[src/rtl/noc_vc_input_port.sv]
// Router input port with one first-word-fall-through FIFO per virtual channel.
// Ports:
//   clk, rst_n    clock and asynchronous active-low reset
//   data_i, vc_i  incoming flit and its target VC
//   write_en      push request for data_i into VC vc_i
//   shift         per-VC pop request
//   data_o        head flit of each VC (zero when that VC is empty)
//   read_valid_o  VC holds at least one flit
//   full_o        VC holds DEPTH flits
//   count_o       per-VC occupancy, packed like data_o
//   credit_o      one-cycle pulse per accepted pop
//   error_o       sticky flag for rejected pushes and pops
module noc_vc_input_port #(
  parameter int unsigned WIDTH  = 16,
  parameter int unsigned DEPTH  = 5,
  parameter int unsigned NUM_VC = 2,
  localparam int unsigned VCW   = (NUM_VC > 1) ? $clog2(NUM_VC) : 1,
  localparam int unsigned CW    = $clog2(DEPTH + 1)
) (
  input  logic                     clk,
  input  logic                     rst_n,
  input  logic [WIDTH-1:0]         data_i,
  input  logic [VCW-1:0]           vc_i,
  input  logic                     write_en,
  input  logic [NUM_VC-1:0]        shift,
  output logic [NUM_VC*WIDTH-1:0]  data_o,
  output logic [NUM_VC-1:0]        read_valid_o,
  output logic [NUM_VC-1:0]        full_o,
  output logic [NUM_VC*CW-1:0]     count_o,
  output logic [NUM_VC-1:0]        credit_o,
  output logic                     error_o
);

  localparam int unsigned PW = $clog2(DEPTH);

  logic              vc_legal;
  logic [NUM_VC-1:0] push_ok;
  logic [NUM_VC-1:0] pop_ok;
  logic [NUM_VC-1:0] valid;
  logic [NUM_VC-1:0] full;
  logic              err_q;
  logic              err_event;

  // Pointers wrap at DEPTH-1 so non-power-of-two depths work.
  function automatic logic [PW-1:0] ptr_inc(input logic [PW-1:0] p);
    return (p == PW'(DEPTH - 1)) ? '0 : p + PW'(1);
  endfunction

  // Compare one bit wider so a power-of-two NUM_VC does not alias to zero.
  assign vc_legal = ({1'b0, vc_i} < (VCW + 1)'(NUM_VC));

  // A rejected push or a pop of an empty VC raises the sticky error.
  assign err_event = (write_en & ~(|push_ok)) | (|(shift & ~valid));

  always_ff @(posedge clk or negedge rst_n) begin
    if (!rst_n) begin
      err_q <= 1'b0;
    end else begin
      err_q <= err_q | err_event;
    end
  end

  for (genvar v = 0; v < NUM_VC; v++) begin : g_vc
    logic [PW-1:0]    rd_ptr;
    logic [PW-1:0]    wr_ptr;
    logic [CW-1:0]    cnt;
    logic             credit_q;
    logic [WIDTH-1:0] mem [DEPTH];

    assign valid[v]  = (cnt != '0);
    assign full[v]   = (cnt == CW'(DEPTH));
    assign pop_ok[v] = shift[v] & valid[v];
    // A full VC still accepts a push when the same VC pops in this cycle.
    assign push_ok[v] = write_en & vc_legal & (vc_i == VCW'(v)) & (~full[v] | shift[v]);

    // Pointer, occupancy and credit state.
    always_ff @(posedge clk or negedge rst_n) begin
      if (!rst_n) begin
        rd_ptr   <= '0;
        wr_ptr   <= '0;
        cnt      <= '0;
        credit_q <= 1'b0;
      end else begin
        credit_q <= pop_ok[v];
        if (push_ok[v]) wr_ptr <= ptr_inc(wr_ptr);
        if (pop_ok[v])  rd_ptr <= ptr_inc(rd_ptr);
        if (push_ok[v] && !pop_ok[v]) begin
          cnt <= cnt + CW'(1);
        end else if (pop_ok[v] && !push_ok[v]) begin
          cnt <= cnt - CW'(1);
        end
      end
    end

    // Flit storage; contents are don't-care until written, masked by valid.
    always_ff @(posedge clk) begin
      if (push_ok[v]) mem[wr_ptr] <= data_i;
    end

    assign data_o[v*WIDTH +: WIDTH] = valid[v] ? mem[rd_ptr] : '0;
    assign count_o[v*CW +: CW]      = cnt;
    assign credit_o[v]              = credit_q;
  end

  assign read_valid_o = valid;
  assign full_o       = full;
  assign error_o      = err_q;

endmodule

[config.mk]
export PLATFORM = sky130hd
export DESIGN_NAME = noc_vc_input_port
export DESIGN_NICKNAME = d
export VERILOG_FILES = /design/src/rtl/noc_vc_input_port.sv
export SDC_FILE = /design/constraint.sdc
export NUM_CORES = 1
export LEC_CHECK = 0
export CAP_MARGIN = 20
export CORE_MARGIN = 2
export CORE_UTILIZATION = 55
export DETAILED_ROUTE_END_ITERATION = 12
export GPL_ROUTABILITY_DRIVEN = 0
export GPL_TIMING_DRIVEN = 0
export PLACE_DENSITY = 0.81
export SETUP_SLACK_MARGIN = 0.1
export SYNTH_ARGS = -nofsm -noshare
export SYNTH_HDL_FRONTEND = slang
export SYNTH_SLANG_ARGS = --single-unit
[constraint.sdc]
create_clock -name clk -period 3.6 [get_ports clk]
set_input_delay 0.72 -clock clk [delete_from_list [all_inputs] [get_ports clk]]
set_output_delay 0.72 -clock clk [all_outputs]
set_load 0.01 [all_outputs]
zoom.png
Region (77, 17) to (102, 42) um. Cells in gray, sequential cells in the stronger gray; small squares are vias.
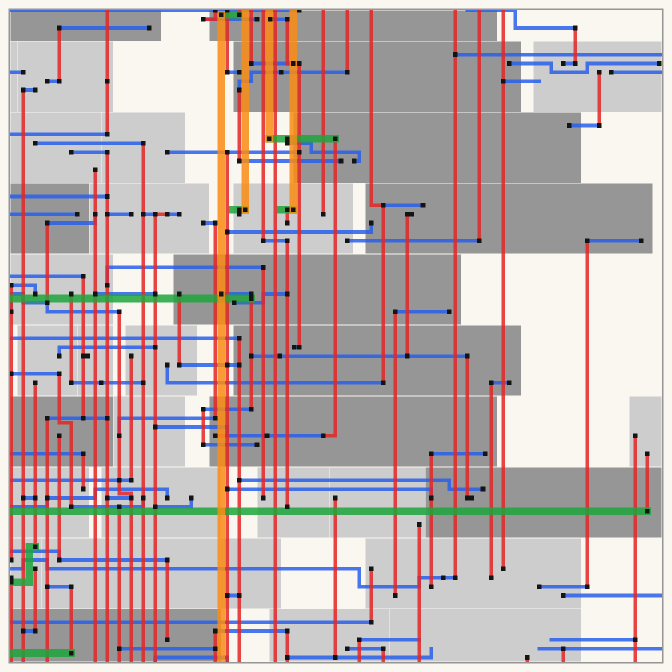
legend:
  met3:
    color: green
  met2:
    color: red
  met4:
    color: orange
  met1:
    color: blue
most frequent: edfxtp_1 (7), nor4_2 (3), buf_4 (3)
sequential cells in the window: 8
netlist names of flops here include: g_vc.mem (7), g_vc.wr_ptr (1)
cells with their middle in the window: 27

final_congestion.png
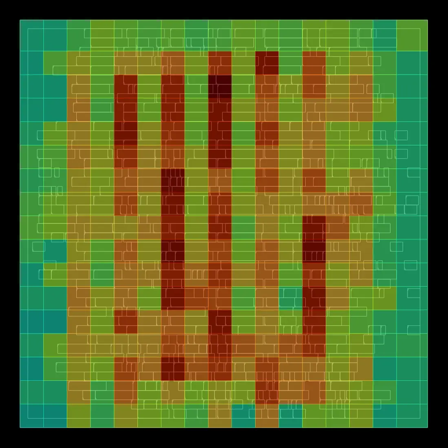
total global routing track utilization: 22.4%
final core utilization: 68.7%
WL per Instance: 21.8 um
grt met1 use: 26.3%
busiest layer in global routing: met2

pdn.png
Scale bar: 20 um. Pins as bars on the die edge. Tap cells in gray.
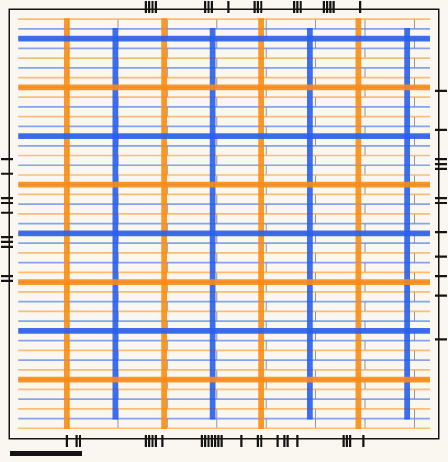
legend:
  VSS:
    color: orange
  VDD:
    color: blue
rows: 42
signal pins: 67
met5 straps: 8
tap cells: 176
Horiz. Die Dim: 120 um
die extent in y: 120 um

met4.png
Cells faint in the background.
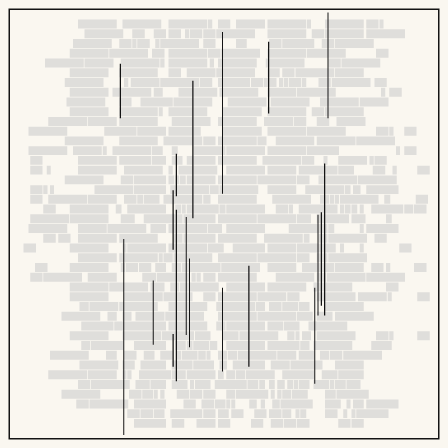
wire length on this layer: 534 um
nets with wire on the layer: 15
longest straight run: 54.4 um
share of all routed wire: 3.6%
routed vias: 3,915
final WL: 14.9 mm

==> impl_metrics.py <==
# Flow results
metrics = {
    "sta": {
        "max_freq_mhz": 307,
        "min_period_ns": 3.26,
        "tightest_slew_ns": 0.897,
    },
    "yosys": {
        "top_cells_by_area": "edfxtp_1 (65%), mux4_2 (9.8%), dfrtp_1 (7.2%)",
        "yosysWarnings": 0,
        "syn_area_per_cell_um2": 18.7,
        "synth_flops": 181,
        "ys_cells": 393,
    },
    "place": {
        "dpl.hpwl_mm": 9.88,
        "place_area_um2": 8390,
        "pre_cts_ws_ns": 0.412,
    },
    "drt": {
        "dr.pass1.iters": 4,
        "antenna_left": 0,
        "drc": 0,
    },
    "die": {
        "core.rowCount": 42,
        "io_pins": 67,
        "chipArea_um2": 14300,
    },
    "clock_tree": {
        "cts_tree": "done",
        "cts-root-buf": "clkbuf_16",
    },
    "layout": {
        "combGateArea_um2": 1880,
        "num_antenna_cells": 0,
        "flop-count": 181,
        "final_common_cell": "edfxtp_1",
    },
    "power_and_ir_drop": {
        "ir_drop_uv": 383,
        "p_total_uw": 7410,
    },
    "setup_path": {
        "end_kind": "output port",
        "cp.required_ns": 2.88,
        "max_stage_delay_ns": 0.54,
    },
    "global_route": {
        "grt_pass1_vias": 4229,
        "grt-ovfl-total": 0,
    },
    "status": {
        "status": "completed",
    },
}
registers in the layout, summed over array words and instances, names as in the netlist:
name and count:
g_vc.mem 160, g_vc.wr_ptr 6, error_o 1, g_vc.rd_ptr 6, g_vc.cnt 6, g_vc.credit_q 2
power breakdown:
| part | internal [uW] | switching [uW] | leakage, uW |
|---|---|---|---|
| sequential | 2560 | 237 | 0.00170 |
| combinational | 1430 | 1310 | 0.00115 |
| clock | 1100 | 778 | 0.000288 |
logic make-up (layout without fill, tap and decap cells):
kind of cell | Yosys count | after routing | synth area share (%)
XOR/XNOR | 6 | 6 | 0.716
multiplexers | 71 | 71 | 15.4
AND-OR/OR-AND | 19 | 19 | 1.70
flip-flops | 181 | 181 | 72.6
buffers and inverters | 34 | 149 | 2.56
AND/OR/NAND/NOR | 70 | 70 | 4.77
adder cells (fa/ha/maj) | 12 | 12 | 2.25
layer usage:
metal | share of wire, % | GRT usage, % | routed length (um)
met3 | 5.3 | 4.85 | 796
met5 | 0 | 0 | 0
met1 | 38 | 26.3 | 5670
met2 | 53 | 38.9 | 7930
met4 | 3.6 | 11.5 | 533
path summary, 6_finish.rpt:
check / slack (ns) / startpoint / cells after the start / to
worst max register to register: 1.14 / g_vc[1].cnt[1] / 5 / g_vc[1].mem[4][6]
min in group asynchronous: 0.65 / rst_n / 1 / g_vc[0].cnt[2]
worst min-delay path: 0.52 / error_o / 2 / error_o
max in group asynchronous: 2.45 / rst_n / 2 / g_vc[0].credit_q
worst min register to register: 0.52 / error_o / 2 / error_o
worst max-delay path: 0.34 / g_vc[1].rd_ptr[1] / 6 / data_o[26]
worst max-delay path: cells and delay by family, from the launching register on:
family | cells | cell delay, ns
buffers and inverters | 3 | 1.13
flip-flops | 1 | 0.37
multiplexers | 2 | 0.53
AND/OR/NAND/NOR | 1 | 0.09
Power figures rest on the tool's default switching activity, not on a simulated workload.
